==> src/rtl/spi_target_phy_pkg.sv <==
// Definitions shared by the SPI physical layers (controller and target side).
// Both ends agree on the clock mode and on the default frame width.
package spi_target_phy_pkg;

  localparam logic       SPI_CPOL  = 1'b0;
  localparam logic       SPI_CPHA  = 1'b0;
  localparam logic [1:0] SPI_MODE  = {SPI_CPOL, SPI_CPHA};
  localparam int         SPI_WIDTH = 8;

endpackage

==> src/rtl/spi_target_phy_sync.sv <==
// Two-flop synchronizer for one asynchronous SPI pin.
// A third history flop provides single-cycle rise and fall strobes.
module spi_sync (
  input  logic i_clk,
  input  logic i_rst,
  input  logic d,
  output logic q,
  output logic rise,
  output logic fall
);

  logic meta;
  logic sync;
  logic hist;

  always_ff @(posedge i_clk or posedge i_rst) begin
    if (i_rst) begin
      meta <= 1'b0;
      sync <= 1'b0;
      hist <= 1'b0;
    end else begin
      meta <= d;
      sync <= meta;
      hist <= sync;
    end
  end

  assign q    = sync;
  assign rise = sync & ~hist;
  assign fall = ~sync & hist;

endmodule

==> src/rtl/spi_target_phy.sv <==
// SPI mode-0 target: oversamples CS/SCLK/COPI in i_clk, deframes MSB-first
// words onto a ready/read port and serializes queued words onto CIPO.
//
// state     | meaning
// ----------+-----------------------------------------------------------
// ST_IDLE   | CS high; bit counter cleared, CIPO driver off
// ST_ACTIVE | CS low; sample COPI on SCLK rise, shift CIPO on SCLK fall
module spi_target_phy
  import spi_target_phy_pkg::*;
#(
  parameter int               WIDTH = SPI_WIDTH,
  parameter logic [WIDTH-1:0] PAD   = '0
) (
  input  logic             i_clk,
  input  logic             i_rst,
  input  logic             s_cs,
  input  logic             s_clk,
  input  logic             s_copi,
  output logic             s_cipo,
  output logic             s_cipo_oe,
  output logic [WIDTH-1:0] o_rdata,
  output logic             o_rdy,
  input  logic             i_rd,
  output logic             o_ovr,
  output logic             o_bsy,
  input  logic             i_wr,
  input  logic [WIDTH-1:0] i_wdata
);

  localparam int            CW   = $clog2(WIDTH);
  localparam logic [CW-1:0] LAST = CW'(WIDTH - 1);

  localparam logic ST_IDLE   = 1'b0;
  localparam logic ST_ACTIVE = 1'b1;

  logic cs_s, cs_fall, cs_rise_unused;
  logic sclk_s_unused, sclk_rise, sclk_fall;
  logic copi_s, copi_rise_unused, copi_fall_unused;

  logic             state;
  logic [CW-1:0]    bit_cnt;
  logic [WIDTH-2:0] rx_sr;
  logic [WIDTH-1:0] tx_sr;
  logic [WIDTH-1:0] hold;
  logic             hold_full;
  logic             frame_done;

  logic             active;
  logic             done_rise;
  logic             load;
  logic             wr_acc;
  logic [WIDTH-1:0] load_word;
  logic [WIDTH-1:0] rx_next;

  spi_sync u_sync_cs (
    .i_clk (i_clk),
    .i_rst (i_rst),
    .d     (s_cs),
    .q     (cs_s),
    .rise  (cs_rise_unused),
    .fall  (cs_fall)
  );

  spi_sync u_sync_sclk (
    .i_clk (i_clk),
    .i_rst (i_rst),
    .d     (s_clk),
    .q     (sclk_s_unused),
    .rise  (sclk_rise),
    .fall  (sclk_fall)
  );

  spi_sync u_sync_copi (
    .i_clk (i_clk),
    .i_rst (i_rst),
    .d     (s_copi),
    .q     (copi_s),
    .rise  (copi_rise_unused),
    .fall  (copi_fall_unused)
  );

  always_comb begin
    active    = (state == ST_ACTIVE) && !cs_s;
    done_rise = active && sclk_rise && (bit_cnt == LAST);
    load      = ((state == ST_IDLE) && cs_fall) || (active && sclk_fall && frame_done);
    load_word = hold_full ? hold : PAD;
    wr_acc    = i_wr && !hold_full;
    rx_next   = {rx_sr, copi_s};
  end

  always_ff @(posedge i_clk or posedge i_rst) begin
    if (i_rst) begin
      state      <= ST_IDLE;
      bit_cnt    <= '0;
      rx_sr      <= '0;
      tx_sr      <= PAD;
      frame_done <= 1'b0;
    end else begin
      if (state == ST_IDLE) begin
        bit_cnt    <= '0;
        rx_sr      <= '0;
        frame_done <= 1'b0;
        if (cs_fall) state <= ST_ACTIVE;
      end else if (cs_s) begin
        // Aborted frame: partial RX bits and the in-flight TX word are dropped.
        state      <= ST_IDLE;
        bit_cnt    <= '0;
        frame_done <= 1'b0;
      end else begin
        if (sclk_rise) begin
          rx_sr <= rx_next[WIDTH-2:0];
          if (bit_cnt == LAST) begin
            bit_cnt    <= '0;
            frame_done <= 1'b1;
          end else begin
            bit_cnt <= bit_cnt + CW'(1);
          end
        end
        if (sclk_fall) begin
          if (frame_done) frame_done <= 1'b0;
          else            tx_sr      <= tx_sr << 1;
        end
      end
      if (load) tx_sr <= load_word;
    end
  end

  // A write and a load never both act on the holding register: writes need it empty, takes need it full.
  always_ff @(posedge i_clk or posedge i_rst) begin
    if (i_rst) begin
      hold      <= '0;
      hold_full <= 1'b0;
    end else if (wr_acc) begin
      hold      <= i_wdata;
      hold_full <= 1'b1;
    end else if (load && hold_full) begin
      hold_full <= 1'b0;
    end
  end

  always_ff @(posedge i_clk or posedge i_rst) begin
    if (i_rst) begin
      o_rdata <= '0;
      o_rdy   <= 1'b0;
      o_ovr   <= 1'b0;
    end else if (done_rise) begin
      o_rdata <= rx_next;
      o_rdy   <= 1'b1;
      o_ovr   <= o_rdy && !i_rd;
    end else if (i_rd) begin
      o_rdy <= 1'b0;
      o_ovr <= 1'b0;
    end
  end

  assign s_cipo    = tx_sr[WIDTH-1];
  assign s_cipo_oe = (state == ST_ACTIVE) && !cs_s;
  assign o_bsy     = hold_full;

endmodule

==> config.mk <==
export PLATFORM = sky130hd
export DESIGN_NAME = spi_target_phy
export DESIGN_NICKNAME = d
export VERILOG_FILES = /design/src/rtl/spi_target_phy_pkg.sv /design/src/rtl/spi_target_phy_sync.sv /design/src/rtl/spi_target_phy.sv
export SDC_FILE = /design/constraint.sdc
export NUM_CORES = 1
export LEC_CHECK = 0
export CORE_UTILIZATION = 57
export DETAILED_ROUTE_END_ITERATION = 10
export PLACE_DENSITY = 0.88
export SLEW_MARGIN = 20
export SYNTH_ARGS = -nofsm -noshare
export SYNTH_HDL_FRONTEND = slang
export SYNTH_SLANG_ARGS = --single-unit
export TNS_END_PERCENT = 10
==> constraint.sdc <==
create_clock -name i_clk -period 2.4 [get_ports i_clk]
set_clock_uncertainty 0.15 [all_clocks]
set_input_delay 0.36 -clock i_clk [delete_from_list [all_inputs] [get_ports i_clk]]
set_output_delay 0.36 -clock i_clk [all_outputs]
set_load 0.005 [all_outputs]
==> flow_metrics.py, run 1 <==
# Physical implementation metrics
metrics = {
    "pwr": {
        "finalPower_uw": 1601,
    },
    "final_layout": {
        "area_growth_pct": 21.33,
        "final_area_sq_mm": 0.002356,
        "final_cell_mix": "dfrtp_1, clkdlybuf4s50_1, mux2_1, mux2i_1, nor2b_1",
        "post-route-util_pct": 74.72,
        "drive_gt1_share_pct": 8.840,
        "largestRegisters": "hold (8), o_rdata (8), tx_sr (8)",
        "comb_area_sq_um": 716.9,
    },
    "placement": {
        "gp_congestion": 0.8138,
        "place_hpwl_um": 2553,
        "port_buffers": 27,
    },
    "yosys": {
        "synth-seq-cells": 47,
        "yosysChipArea_sq_mm": 0.001942,
        "syn_nets": 166,
        "avgSynthCellArea_sq_um": 13.03,
        "yosys_warnings": 0,
        "syn_inst": 149,
    },
    "die": {
        "io_pins": 28,
        "core_sq_mm": 0.003153,
        "die_y_um": 60.37,
    },
    "route": {
        "finalWirelength_um": 3595,
        "ant_nets": 0,
        "firstDrtPassIters": 5,
        "vias_per_cell": 5.680,
        "remaining_drc_errors": 0,
    },
    "flow_run": {
        "drv_cap": 0,
        "tool_warnings": 26,
    },
    "outcome": {
        "status": "finished, final reports clean",
    },
    "cts": {
        "clk_pin_slew_ps": 120,
        "cts_setup_buffers": 0,
        "cts.sinks": 47,
        "cts_tree": "yes",
        "clkLatencyLatePin_ps": 370,
        "ctsRootBufferMaster": "clkbuf_4",
    },
    "global_route": {
        "grt_max_degree": 42,
        "busiest_layer": "met2",
        "grt_pass1_vias": 1298,
        "overflow": 0,
        "grt_pass1_wl_um": 6058,
        "met2_usage_pct": 40.19,
    },
    "sta": {
        "final_hold_viol_count": 0,
        "fmax_mhz": 451.5,
        "min_period_ps": 2215,
    },
    "critical_path": {
        "cp.arrival_ps": 1700,
        "crit_path_end_kind": "primary output",
        "criticalPathCategory": "reg -> out",
        "crit_fanout": 7,
    },
}
-- run 1: cells by family after synthesis --
family / count (synthesis) / share of synthesized area [%]
flip-flops: 47 / 60.57
AND/OR/NAND/NOR: 45 / 14.69
multiplexers: 26 / 14.43
AND-OR/OR-AND: 18 / 6.508
buffers and inverters: 11 / 2.513
adder cells (fa/ha/maj): 2 / 1.288
-- run 1: synth_stat cells --
cell type  instances  area [sq um]
a221o_1            2         20.02
mux2_2             1         11.26
inv_1              3         11.26
a31o_1             1         8.760
a21oi_1            3         15.01
and4bb_1           1         12.51
nor2_1             9         33.78
ha_1               2         25.02
nand4_1            1         6.260
nand3b_1           5         37.54
and3b_1            2         17.52
nand3_4            1         17.52
nor2b_1           10         62.56
buf_2              6         30.03
nand2b_1           4         25.02
o211ai_1           5         37.54
mux2_1            15         168.9
nand2_1            2         7.510
dfrtp_1           47          1176
nor3b_2            1         12.51
o21ai_1            1         5.000
nand4b_1           1         8.760
or2_1              1         6.260
inv_2              1         3.750
clkbuf_1           1         3.750
a31oi_1            5         31.28
nand3_1            1         5.000
mux2i_1           10         100.1
nor3b_1            1         7.510
o2bb2ai_1          1         8.760
nor3_1             5         25.02
-- run 1: cell type report --
class                   count  share of cell area (%)
inverters                   4                  0.6373
well taps                  44                   2.337
clock inverters             1                   1.275
multi-input cells          91                   30.43
flip-flops and latches     47                   49.97
repair buffers             32                   13.60
clock buffers               6                   1.753
-- run 1: worst max-delay path, stage by stage (launching register included) --
cell             delay, ps
dfrtp_1                470
nand2b_1               230
inv_2                  140
clkdlybuf4s50_1        510
-- run 1: layer usage --
| layer | wire [um] | share of wire [%] |
|---|---|---|
| met1 | 1536 | 43 |
| met2 | 1870 | 52 |
| met3 | 114 | 3.2 |
| met4 | 74 | 2.1 |
| met5 | 0 | 0 |
-- run 1: final timing paths --
kind / to / start / slack [ps] / cells after the start
min in group i_clk: u_sync_sclk.q$_DFF_PP0_ / u_sync_sclk.meta$_DFF_PP0_ / 210 / 0
max in group asynchronous: state$_DFF_PP0_ / i_rst / 1580 / 3
worst max register to register: tx_sr[1]$_DFFE_PP0P_ / u_sync_cs.q$_DFF_PP0_ / 690 / 3
worst min register to register: u_sync_sclk.q$_DFF_PP0_ / u_sync_sclk.meta$_DFF_PP0_ / 210 / 0
worst max-delay path: s_cipo_oe / u_sync_cs.q$_DFF_PP0_ / 190 / 3
worst min-delay path: u_sync_copi.q$_DFF_PP0_ / i_rst / 60 / 2
-- run 1: power by group --
part           leakage, uW  internal (uW)  switching (uW)
logic             0.000389            114            86.6
registers         0.000596            882            66.5
clock network    0.0000383            215             237
total              0.00102           1210             390
-- run 1: what timing repair did --
item,4_1_cts,5_1_grt
gates resized,0,1
endpoints found under the setup margin,0,1
hold buffers,0,0
-- run 1: through the flow --
step           instances  setup slack, ps  hold WS [ps]
3_3_place_gp         218            561.6         184.5
5_1_grt              225            101.3         72.77
4_1_cts              225            95.52         60.82
3_5_place_dp         218            504.3         185.5
6_report             225            185.2         64.70
2_1_floorplan        149            773.9         181.2
Run 1, PDN straps and rails:
The bar under the picture is 20 um long. Pins as bars on the die edge. Tap cells in gray.
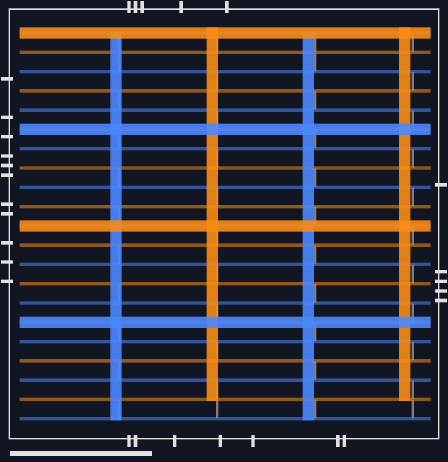
Key: blue = VSS; orange = VDD
44 tap cells. 4 straps on met4. 21 met1 rails follow the rows.

Run 1, placed cells, one color a class:
The bar under the picture is 20 um long.
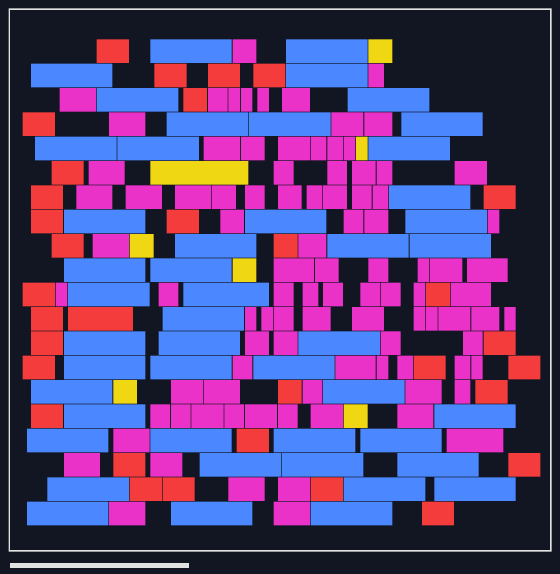
Key: magenta = combinational and other logic [cells 95, share of their area 32%]; blue = flops [cells 47, share of their area 51%]; red = other buffers and delay cells [cells 32, share of their area 14%]; yellow = clock drivers and dummy loads [cells 7, share of their area 3.1%]

Run 1, clock wires, drivers and flops:
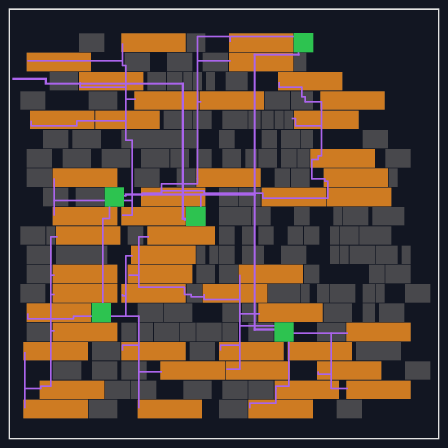
Key: orange = flip-flops [count 47]; green = clock drivers [count 5]; purple = clock wires [length 493 um]
Position of the flops: all over the die. There are 6 routed clock nets.

==> run 2, diff against run 1 <==
SLEW_MARGIN = not set   (was 20)
clock period = 2.75 ns   (was 2.4 ns; I/O delays follow)
Run 2, clock wires, drivers and flops:
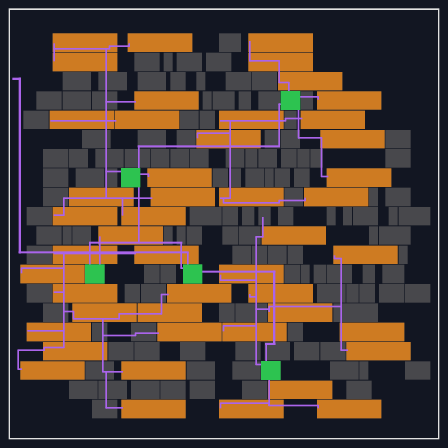
clock latency on the worst-skew pair: 350 ps
P_clk: 302 uW

==> flow_metrics.py, run 2 <==
# Physical implementation metrics
metrics = {
    "outcome": {
        "status": "finished, final reports clean",
    },
    "yosys": {
        "yosys.area.top_type": "dfrtp_1",
        "yosysMostFrequentCell": "dfrtp_1",
        "netlist_top_cells_count": "dfrtp_1, mux2_1, mux2i_1, nor2b_1, nor2_1",
        "yosys_warnings": 0,
        "synthTopCellsByArea": "dfrtp_1, mux2_1, mux2i_1",
        "top_cell_area_share_pct": 60.57,
        "avgSynthCellArea_sq_um": 13.03,
    },
    "critical_path": {
        "crit_fanout": 14,
        "path_cells": "nand2b_1 > inv_2 > clkdlybuf4s50_1",
        "path_buffers": 2,
        "critPathMaxStageDelay_ps": 570,
    },
    "final_layout": {
        "area_growth_pct": 18.88,
        "comb_area_sq_um": 716.9,
    },
    "global_route": {
        "grt_pass1_vias": 1167,
    },
    "cts": {
        "ctsRootBufferMaster": "clkbuf_4",
        "clk_pin_slew_ps": 130,
    },
    "route": {
        "ant_nets": 0,
        "routed-wl-met3_um": 154,
        "vias_per_cell": 5.473,
        "firstDrtPassIters": 4,
    },
    "flow_run": {
        "tool_warnings": 26,
    },
    "die": {
        "core_sq_mm": 0.003153,
        "die_y_um": 60.37,
    },
    "sta": {
        "fmax_mhz": 428.4,
    },
}
Run 2, placed cells, one color a class:
The bar under the picture is 20 um long.
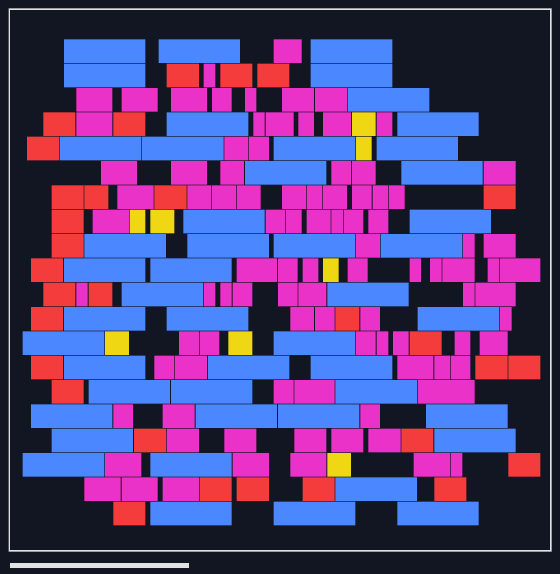
Key: red = other buffers and delay cells [cells 30, share of their area 13%]; yellow = clock drivers and dummy loads [cells 8, share of their area 2.3%]; magenta = combinational and other logic [cells 95, share of their area 32%]; blue = flops [cells 47, share of their area 52%]

-- run 2: cell types whose count changed in the layout (fill, tap and decap cells not counted) --
cell	previous run	this run
bufinv_16	1	0
clkinv_2	0	3
dfrtp_1	46	47
clkbuf_1	1	0
dfrtp_2	1	0
buf_12	1	0
buf_4	4	3
-- run 2: final cells by class --
class	count	share of cell area [%]
Clock buffer	5	1.626
Clock inverter	3	0.6504
Inverter	4	0.6504
Multi-Input combinational cell	91	31.06
Sequential cell	47	50.95
Tap cell	44	2.385
Timing Repair Buffer	30	12.68
-- run 2: worst reg2reg max path, stage by stage (launching register included) --
cell and delay [ps]:
dfrtp_1 420, nor2b_1 570, nand3_4 260, mux2_1 380
-- run 2: through the flow --
step / util [%] / hold WS [ps] / setup slack [ps]
floorplan: - / 181.2 / 1071
global placement: 71.55 / 184.6 / 703.3
detailed placement: 71.55 / 187.3 / 664.5
CTS: 73.21 / 210.4 / 386.1
global route: 73.21 / 220.8 / 270.5
finish: 73.21 / 208.9 / 415.7
-- run 2: cell families after synthesis --
logic type                 share of synthesized area (%)
adders and majority gates                          1.288
buffers and inverters                              2.513
AOI/OAI and AO/OA                                  6.508
muxes                                              14.43
and+or+nand+nor                                    14.69
DFF                                                60.57
-- run 2: metal layers --
metal / up-vias / global-route usage [%]
li1: 593 / -
met1: 594 / 26.89
met2: 35 / 31.40
met3: 4 / 6.610
met4: 0 / 8.970
met5: - / 0
-- run 2: power by group --
part / total, uW / internal [uW] / switching [uW]
Combinational: 164 / 95.7 / 68.8
Clock: 302 / 95.4 / 207
Sequential: 824 / 769 / 54.7
Total: 1290 / 961 / 330
-- run 2: path summary, 6_finish.rpt --
check / slack, ps / startpoint / end / cells after the start
max in group asynchronous: 1910 / i_rst / hold[2]$_DFFE_PP0P_ / 3
max: 420 / state$_DFF_PP0_ / s_cipo_oe / 3
min: 210 / u_sync_cs.meta$_DFF_PP0_ / u_sync_cs.q$_DFF_PP0_ / 0
min reg2reg: 210 / u_sync_cs.meta$_DFF_PP0_ / u_sync_cs.q$_DFF_PP0_ / 0
min in group asynchronous: 230 / i_rst / u_sync_copi.meta$_DFF_PP0_ / 3
max reg2reg: 870 / u_sync_sclk.q$_DFF_PP0_ / o_rdata[6]$_DFFE_PP0P_ / 3
==> run 3, diff against run 2 <==
CORE_UTILIZATION = 48   (was 57)
PLACE_DENSITY = 0.8   (was 0.88)
clock period = 1.98 ns   (was 2.75 ns; I/O delays follow)
Run 3, clock wires, drivers and flops:
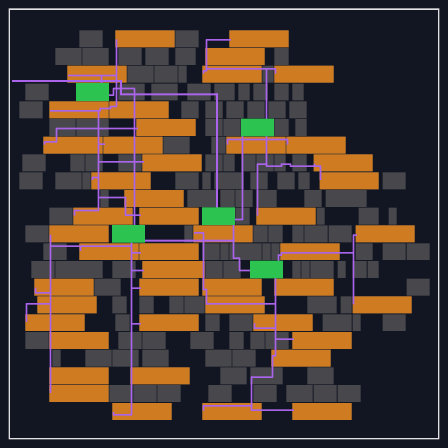
Key: green = clock drivers [count 5]; purple = clock wires [length 464 um]; orange = flip-flops [count 47]
There are 6 routed clock nets.

==> flow_metrics.py, run 3 <==
# Physical implementation metrics
metrics = {
    "global_route": {
        "met1_usage_pct": 25.38,
        "grt_max_degree": 31,
        "grt_pass1_wl_um": 5754,
    },
    "outcome": {
        "status": "finished, final reports clean",
    },
    "yosys": {
        "flop_cell": "dfrtp_1",
        "syn_nets": 166,
        "yosysChipArea_sq_mm": 0.001942,
        "yosys.area.top_type": "dfrtp_1",
        "synthTopCellsByArea": "dfrtp_1, mux2_1, mux2i_1",
        "syn_inst": 149,
        "top_cell_area_share_pct": 60.57,
        "netlist_top_cells_count": "dfrtp_1, mux2_1, mux2i_1, nor2b_1, nor2_1",
        "yosys_warnings": 0,
        "avgSynthCellArea_sq_um": 13.03,
        "async_flop_share_pct": 100.0,
    },
    "flow_run": {
        "tool_warnings": 26,
        "drv_cap": 0,
    },
    "final_layout": {
        "post-route-util_pct": 64.27,
        "final_area_sq_mm": 0.002424,
        "area_growth_pct": 24.81,
        "final_cell_mix": "dfrtp_1, clkdlybuf4s50_1, mux2_1, mux2i_1, nor2b_1",
        "drive_gt1_share_pct": 11.89,
    },
    "route": {
        "finalWirelength_um": 3305,
        "ant_nets": 0,
        "vias_per_cell": 5.322,
    },
    "sta": {
        "fmax_mhz": 540.8,
    },
    "critical_path": {
        "path_buffers": 2,
        "path_depth": 3,
        "cp_slowest_cell": "clkdlybuf4s50_1",
        "cp.arrival_ps": 1400,
        "crit_fanout": 4,
        "crit_family": "buffers and inverters",
        "crit_path_end_kind": "primary output",
        "r2r_cells": 4,
        "criticalPathCategory": "reg -> out",
        "critPathMaxStageDelay_ps": 490,
    },
    "cts": {
        "ctsRootBufferMaster": "clkbuf_8",
        "clk_pin_slew_ps": 80,
        "cts_tree": "yes",
        "cts.sinks": 47,
        "clkLatencyLatePin_ps": 290,
    },
    "placement": {
        "port_buffers": 27,
    },
    "die": {
        "die_y_um": 65.61,
        "core_sq_mm": 0.003771,
        "io_pins": 28,
    },
}
Run 3, PDN straps and rails:
The bar under the picture is 20 um long. Pins as bars on the die edge. Tap cells in gray.
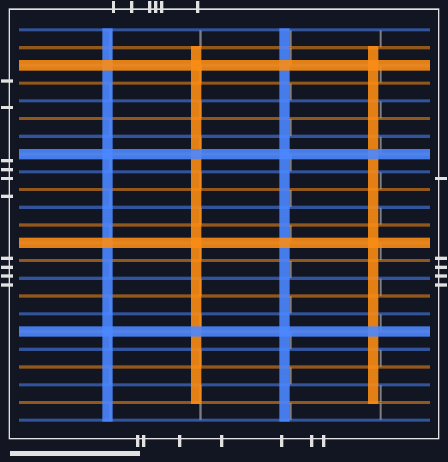
Key: orange = VDD; blue = VSS
4 straps on met4. 23 met1 rails follow the rows. 28 signal pins sit on the boundary. The core has 22 rows. 48 tap cells.

[run 3: where the power goes]
part	switching (uW)	total, uW	internal [uW]
sequential	75.9	1150	1070
clock	297	615	317
combinational	98.6	242	144
total	472	2000	1530
[run 3: logic make-up (layout without fill, tap and decap cells)]
family	count (synthesis)	in the layout	share of synthesized area, %
compound gates	18	18	6.508
fa+ha+maj	2	2	1.288
buf+inv	11	47	2.513
flops	47	47	60.57
mux	26	26	14.43
simple gates	45	45	14.69
[run 3: metal layers]
metal  vias to the layer above  share of wire, %
met5                         -                 0
met4                         0               1.2
met3                         4               3.7
met2                        27                49
met1                       614                47
li1                        595                 -
[run 3: area by class of cell]
class	count	area [sq um]	area share (%)
inverter	4	15.01	0.6195
clock inverter	1	7.507	0.3098
clock buffer	7	96.34	3.975
tap	48	60.06	2.478
sequential	47	1177	48.58
multi-input combinational	91	724.4	29.89
timing repair buffer	35	342.8	14.15
[run 3: worst paths after layout]
path	startpoint	to	slack [ps]
min reg2reg	u_sync_sclk.meta$_DFF_PP0_	u_sync_sclk.q$_DFF_PP0_	200
max in group asynchronous	i_rst	state$_DFF_PP0_	970
max reg2reg	u_sync_cs.q$_DFF_PP0_	tx_sr[5]$_DFFE_PP0P_	190
min in group i_clk	u_sync_sclk.meta$_DFF_PP0_	u_sync_sclk.q$_DFF_PP0_	200
max	u_sync_cs.q$_DFF_PP0_	s_cipo_oe	130
min	i_rst	rx_sr[0]$_DFFE_PP0P_	190
[run 3: through the flow]
step / hold WS [ps] / total power, uW / worst slack, ps / cells
after floorplan: 178.4 / 1295 / 416.9 / 149
after global placement: 183.8 / 1383 / 262.8 / 223
after detailed placement: 184.7 / 1403 / 231.8 / 223
after CTS: 202.9 / 2020 / 35.17 / 233
after global routing: 221.9 / 2101 / 56.78 / 233
final: 192.8 / 2002 / 130.8 / 233
[run 3: worst register-to-register path, cell delays in order, from the launching register on]
cell and delay (ps):
dfrtp_1 400, buf_4 160, and4bb_1 470, nor2_1 130, a221o_1 370
[run 3: timing repair]
item | in CTS | in global routing
cloned | 0 | 0
setup endpoints to repair | 1 | 1
pin swaps | 0 | 0
setup buffers | 2 | 0
hold buffers | 0 | 0
gates resized | 0 | 2
Power and IR drop assume default switching activity.
